## src/rtl/dmem_arbiter.sv

```systemverilog
// Two-port (CPU / sensor-DMA) arbiter for a single-port synchronous data memory.
// Optional macro DMEM_ARB_RR_EN: round-robin on idle contention instead of CPU-first.
//
// state  | meaning
// IDLE   | normal arbitration between CPU and sensor
// LOCK_S | sensor burst lock; CPU starvation bounded by MAX_HOLD
module dmem_arbiter #(
  parameter int ADDR_W   = 32,
  parameter int DATA_W   = 32,
  parameter int MAX_HOLD = 8
) (
  input  logic              clk,
  input  logic              resetn,
  input  logic              c_req,
  input  logic              c_we,
  input  logic [ADDR_W-1:0] c_addr,
  input  logic [DATA_W-1:0] c_wdata,
  output logic              c_gnt,
  output logic              c_rvalid,
  output logic [DATA_W-1:0] c_rdata,
  input  logic              s_req,
  input  logic              s_we,
  input  logic              s_lock,
  input  logic [ADDR_W-1:0] s_addr,
  input  logic [DATA_W-1:0] s_wdata,
  output logic              s_gnt,
  output logic              s_rvalid,
  output logic [DATA_W-1:0] s_rdata,
  output logic              mem_en,
  output logic              mem_we,
  output logic [ADDR_W-1:0] mem_addr,
  output logic [DATA_W-1:0] mem_wdata,
  input  logic [DATA_W-1:0] mem_rdata
);

  localparam int HW = $clog2(MAX_HOLD + 1);
  localparam logic [HW-1:0] HOLD_MAX = HW'(MAX_HOLD);
  localparam logic OWN_C = 1'b0;
  localparam logic OWN_S = 1'b1;

  typedef enum logic [0:0] {IDLE, LOCK_S} state_t;

  state_t        state;
  logic [HW-1:0] hold_cnt;
  logic          rd_pending;
  logic          rd_owner;
  logic          contend_s;
  logic          lock_exit;
  logic          rd_gnt;

`ifdef DMEM_ARB_RR_EN
  logic last_gnt;

  always_ff @(posedge clk or negedge resetn) begin
    if (!resetn) begin
      last_gnt <= OWN_S;
    end else if (c_gnt || s_gnt) begin
      last_gnt <= s_gnt ? OWN_S : OWN_C;
    end
  end

  assign contend_s = (last_gnt == OWN_C);
`else
  assign contend_s = 1'b0;
`endif

  // Forced exit only happens with c_req high, so the CPU always takes the exit cycle.
  assign lock_exit = !s_lock || !s_req || ((hold_cnt == HOLD_MAX) && c_req);

  always_comb begin
    c_gnt = 1'b0;
    s_gnt = 1'b0;
    if (resetn) begin
      case (state)
        IDLE: begin
          if (c_req && s_req) begin
            c_gnt = !contend_s;
            s_gnt = contend_s;
          end else begin
            c_gnt = c_req;
            s_gnt = s_req;
          end
        end
        LOCK_S: begin
          if (lock_exit) begin
            c_gnt = c_req;
            s_gnt = s_req && !c_req;
          end else begin
            s_gnt = 1'b1;
          end
        end
        default: ;
      endcase
    end
  end

  assign rd_gnt = (c_gnt && !c_we) || (s_gnt && !s_we);

  always_ff @(posedge clk or negedge resetn) begin
    if (!resetn) begin
      state      <= IDLE;
      hold_cnt   <= '0;
      rd_pending <= 1'b0;
      rd_owner   <= OWN_C;
    end else begin
      rd_pending <= rd_gnt;
      if (rd_gnt) rd_owner <= s_gnt ? OWN_S : OWN_C;
      case (state)
        IDLE: begin
          if (s_gnt && s_lock) begin
            state    <= LOCK_S;
            hold_cnt <= HW'(1);
          end
        end
        LOCK_S: begin
          if (lock_exit) begin
            state    <= IDLE;
            hold_cnt <= '0;
          end else if (c_req && (hold_cnt != HOLD_MAX)) begin
            hold_cnt <= hold_cnt + HW'(1);
          end
        end
        default: state <= IDLE;
      endcase
    end
  end

  assign mem_en    = c_gnt || s_gnt;
  assign mem_we    = c_gnt ? c_we    : (s_gnt ? s_we    : 1'b0);
  assign mem_addr  = c_gnt ? c_addr  : (s_gnt ? s_addr  : '0);
  assign mem_wdata = c_gnt ? c_wdata : (s_gnt ? s_wdata : '0);

  // Return routing follows the owner latched at grant time, not the current grant.
  assign c_rvalid = rd_pending && (rd_owner == OWN_C);
  assign s_rvalid = rd_pending && (rd_owner == OWN_S);
  assign c_rdata  = c_rvalid ? mem_rdata : '0;
  assign s_rdata  = s_rvalid ? mem_rdata : '0;

endmodule
```

## config.mk

```make
export PLATFORM = sky130hd
export DESIGN_NAME = dmem_arbiter
export DESIGN_NICKNAME = d
export VERILOG_FILES = /design/src/rtl/dmem_arbiter.sv
export SDC_FILE = /design/constraint.sdc
export NUM_CORES = 1
export LEC_CHECK = 0
export CORE_AREA = 2 2 118 120
export DETAILED_ROUTE_END_ITERATION = 10
export DIE_AREA = 0 0 120 122
export REMOVE_ABC_BUFFERS = 1
export SYNTH_ARGS = -nofsm -noshare
export SYNTH_HDL_FRONTEND = slang
export SYNTH_SLANG_ARGS = --single-unit
```

## constraint.sdc

```tcl
create_clock -name clk -period 3.13 [get_ports clk]
set_clock_uncertainty 0.1 [all_clocks]
set_input_delay 0.4695 -clock clk [delete_from_list [all_inputs] [get_ports clk]]
set_output_delay 0.4695 -clock clk [all_outputs]
set_load 0.03 [all_outputs]
```

Figure 1. Gate families picked out.
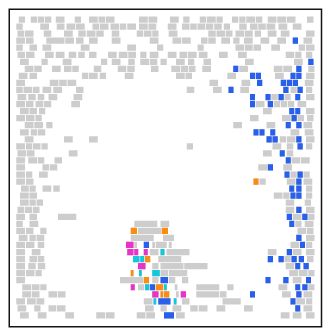
Key: blue = AND and OR gates [cells 70, where a column on the right]; magenta = inverting AOI/OAI gates [cells 8, most used a21oi_1, where south]; cyan = NAND gates [cells 9, most used nand2_1, where south]; orange = NOR gates [cells 9, most used nor2b_1, where south]

Figure 2. Placement by cell class.
Bar = 20 um. Fill, decap, tap and diode cells in gray.
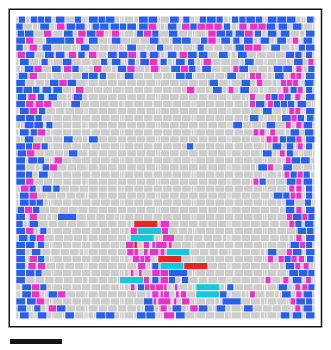
Key: red = clock drivers and dummy loads [cells 4, share of their area 1.8%]; blue = other buffers and delay cells [cells 311, share of their area 66%]; magenta = all other logic [cells 172, share of their area 29%]; cyan = flip-flops [cells 7, share of their area 4.0%]

Figure 3. Clock nets.
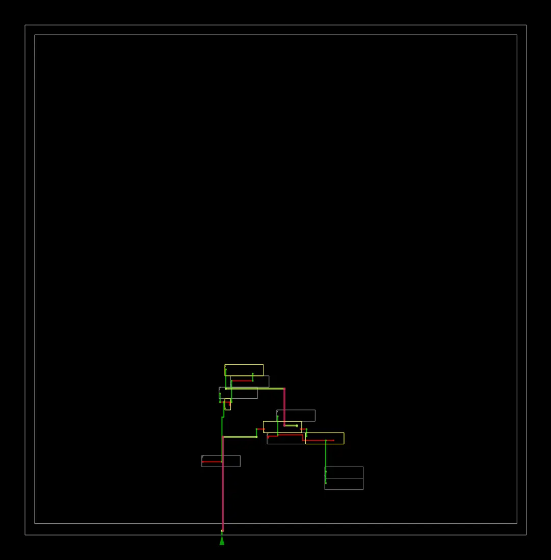
Flops: 7
CTS Sinks: 7

==> notes.md <==
fresh numbers from the pnr run: Syn. warnings=0, Seq pwr share=approximately 10%, Comb power frac=69.1%, Hold Crit Class=in -> async, Internal=0.640 mW, unrepaired setup endpoints after global routing=false, Flop area=175 um2, worst path cell trace=clkdlybuf4s50_1, nand4b_1, a21o_1, inv_2, buf_12, a22o_1, buf_12, slowest cell delay on critical path=roughly 0.57 ns, Synth flops=7, Tmin final=between 2 and 3 ns, residual DRC count=0, syn avg cell area=7.83 um2, Die Height=between 100 and 150 um, initial antenna violation count=0, CTS tree=done, count of final hold-check violations=0, Late-Pin Clk Latency=0.23 ns, WL final=10800 um, Core ar.=13500 um2, CTS root buffer=clkbuf_16, flop-to-flop setup slack=1.51 ns, data required time of the critical path=2.56 ns, post-CTS setup buffer count=0, Max clock buf depth=2, power density of the placed cells=about 220 nW/um2, register share after synthesis=a little over a tenth, Rows=43, cells after synthesis=204, cts repair resizes=0, post-route cell area=4630 um2, DR WL/cell=16.1 um, ys cells=204, Pwr Total=1.04 mW, outcome=completed, fin nets=664, warning total across the stage logs=26, # IOs=301
## power by group through the flow
stage,Sequential [mW],Combinational (mW),Clock (mW)
floorplan,0.115,0.292,0
global placement,0.105,0.715,0
detailed placement,0.105,0.718,0
CTS,0.104,0.723,0.222
global route,0.105,0.759,0.227
finish,0.104,0.717,0.217
## metal layers
metal	share of wire [%]	up-vias	track usage, %
met5	0	-	0
met4	0.74	0	1.69
met3	12	8	4.31
met2	50	222	24.0
met1	38	1275	14.9
li1	-	1370	-
## stage by stage
step                      instances  util (%)  hold WS, ns
after CTS                       674      34.3        0.361
after floorplan                 179         -       0.0739
after global routing            674      34.3        0.381
after global placement          670      33.7        0.376
final                           674      34.3        0.374
after detailed placement        670      33.7        0.409
## Yosys cell counts (all sizes together) (2+ instances only)
master	count	share of area, %
a21oi	2	0.63
a22o	65	36
a32o	2	1.3
and2	34	13
and3	33	13
buf	16	7.8
clkbuf	9	2.1
dfrtp	7	11
ha	2	1.6
inv	4	0.94
nand2	4	0.94
nand3	3	0.94
nor2	2	0.47
nor2b	3	1.2
nor3b	2	0.94
## registers in the layout (all words and copies together), names as in the netlist
signal / count
rd_pending: 1
hold_cnt: 4
state: 1
rd_owner: 1
## cells by family (layout without fill, tap and decap cells)
logic type	Yosys count	after routing	share of synthesized area, %
flip-flops	7	7	11.0
AND-OR/OR-AND	78	78	41.9
AND/OR/NAND/NOR	88	88	34.8
adder cells (fa/ha/maj)	2	2	1.57
buffers and inverters	29	319	10.8
## worst paths after layout
path	to	startpoint
worst max-delay path	mem_wdata[5]	c_req
worst min-delay path	rd_pending	resetn
worst max register to register	rd_owner	hold_cnt[0]
worst min register to register	rd_owner	rd_owner
max in group asynchronous	hold_cnt[1]	resetn
min in group clk	rd_owner	rd_owner
## area by class of cell
cell class                 count  share of cell area [%]
sequential                     7                    3.78
inverter                       4                   0.324
timing repair buffer         311                    62.3
clock buffer                   4                    1.70
tap                          180                    4.87
multi-input combinational    168                    27.0
## cell usage in the layout (no fill, tap or decap)
| cell type | count |
|---|---|
| clkdlybuf4s50_1 | 200 |
| buf_4 | 107 |
| a22o_1 | 65 |
| and2_1 | 33 |
| and3_1 | 33 |
| dfrtp_1 | 7 |
| nand2_1 | 4 |
| buf_12 | 4 |
| nor2b_1 | 3 |
| nand3_1 | 3 |
| clkbuf_16 | 3 |
| inv_1 | 2 |
| inv_2 | 2 |
| a21oi_1 | 2 |
| nor2_1 | 2 |
| nor3b_1 | 2 |
| a32o_1 | 2 |
| ha_1 | 2 |
| nand4b_1 | 1 |
| a21o_1 | 1 |
| and4b_4 | 1 |
| a21boi_0 | 1 |
| or3_4 | 1 |
| o22ai_1 | 1 |
| and2_0 | 1 |
| o21ai_0 | 1 |
| nand3b_1 | 1 |
| a32oi_1 | 1 |
| a41oi_1 | 1 |
| o21bai_1 | 1 |
| nor4b_1 | 1 |
| and4_1 | 1 |
| a211o_1 | 1 |
| nor4_1 | 1 |
| o22a_1 | 1 |
| clkbuf_1 | 1 |
Power and IR drop assume default switching activity.
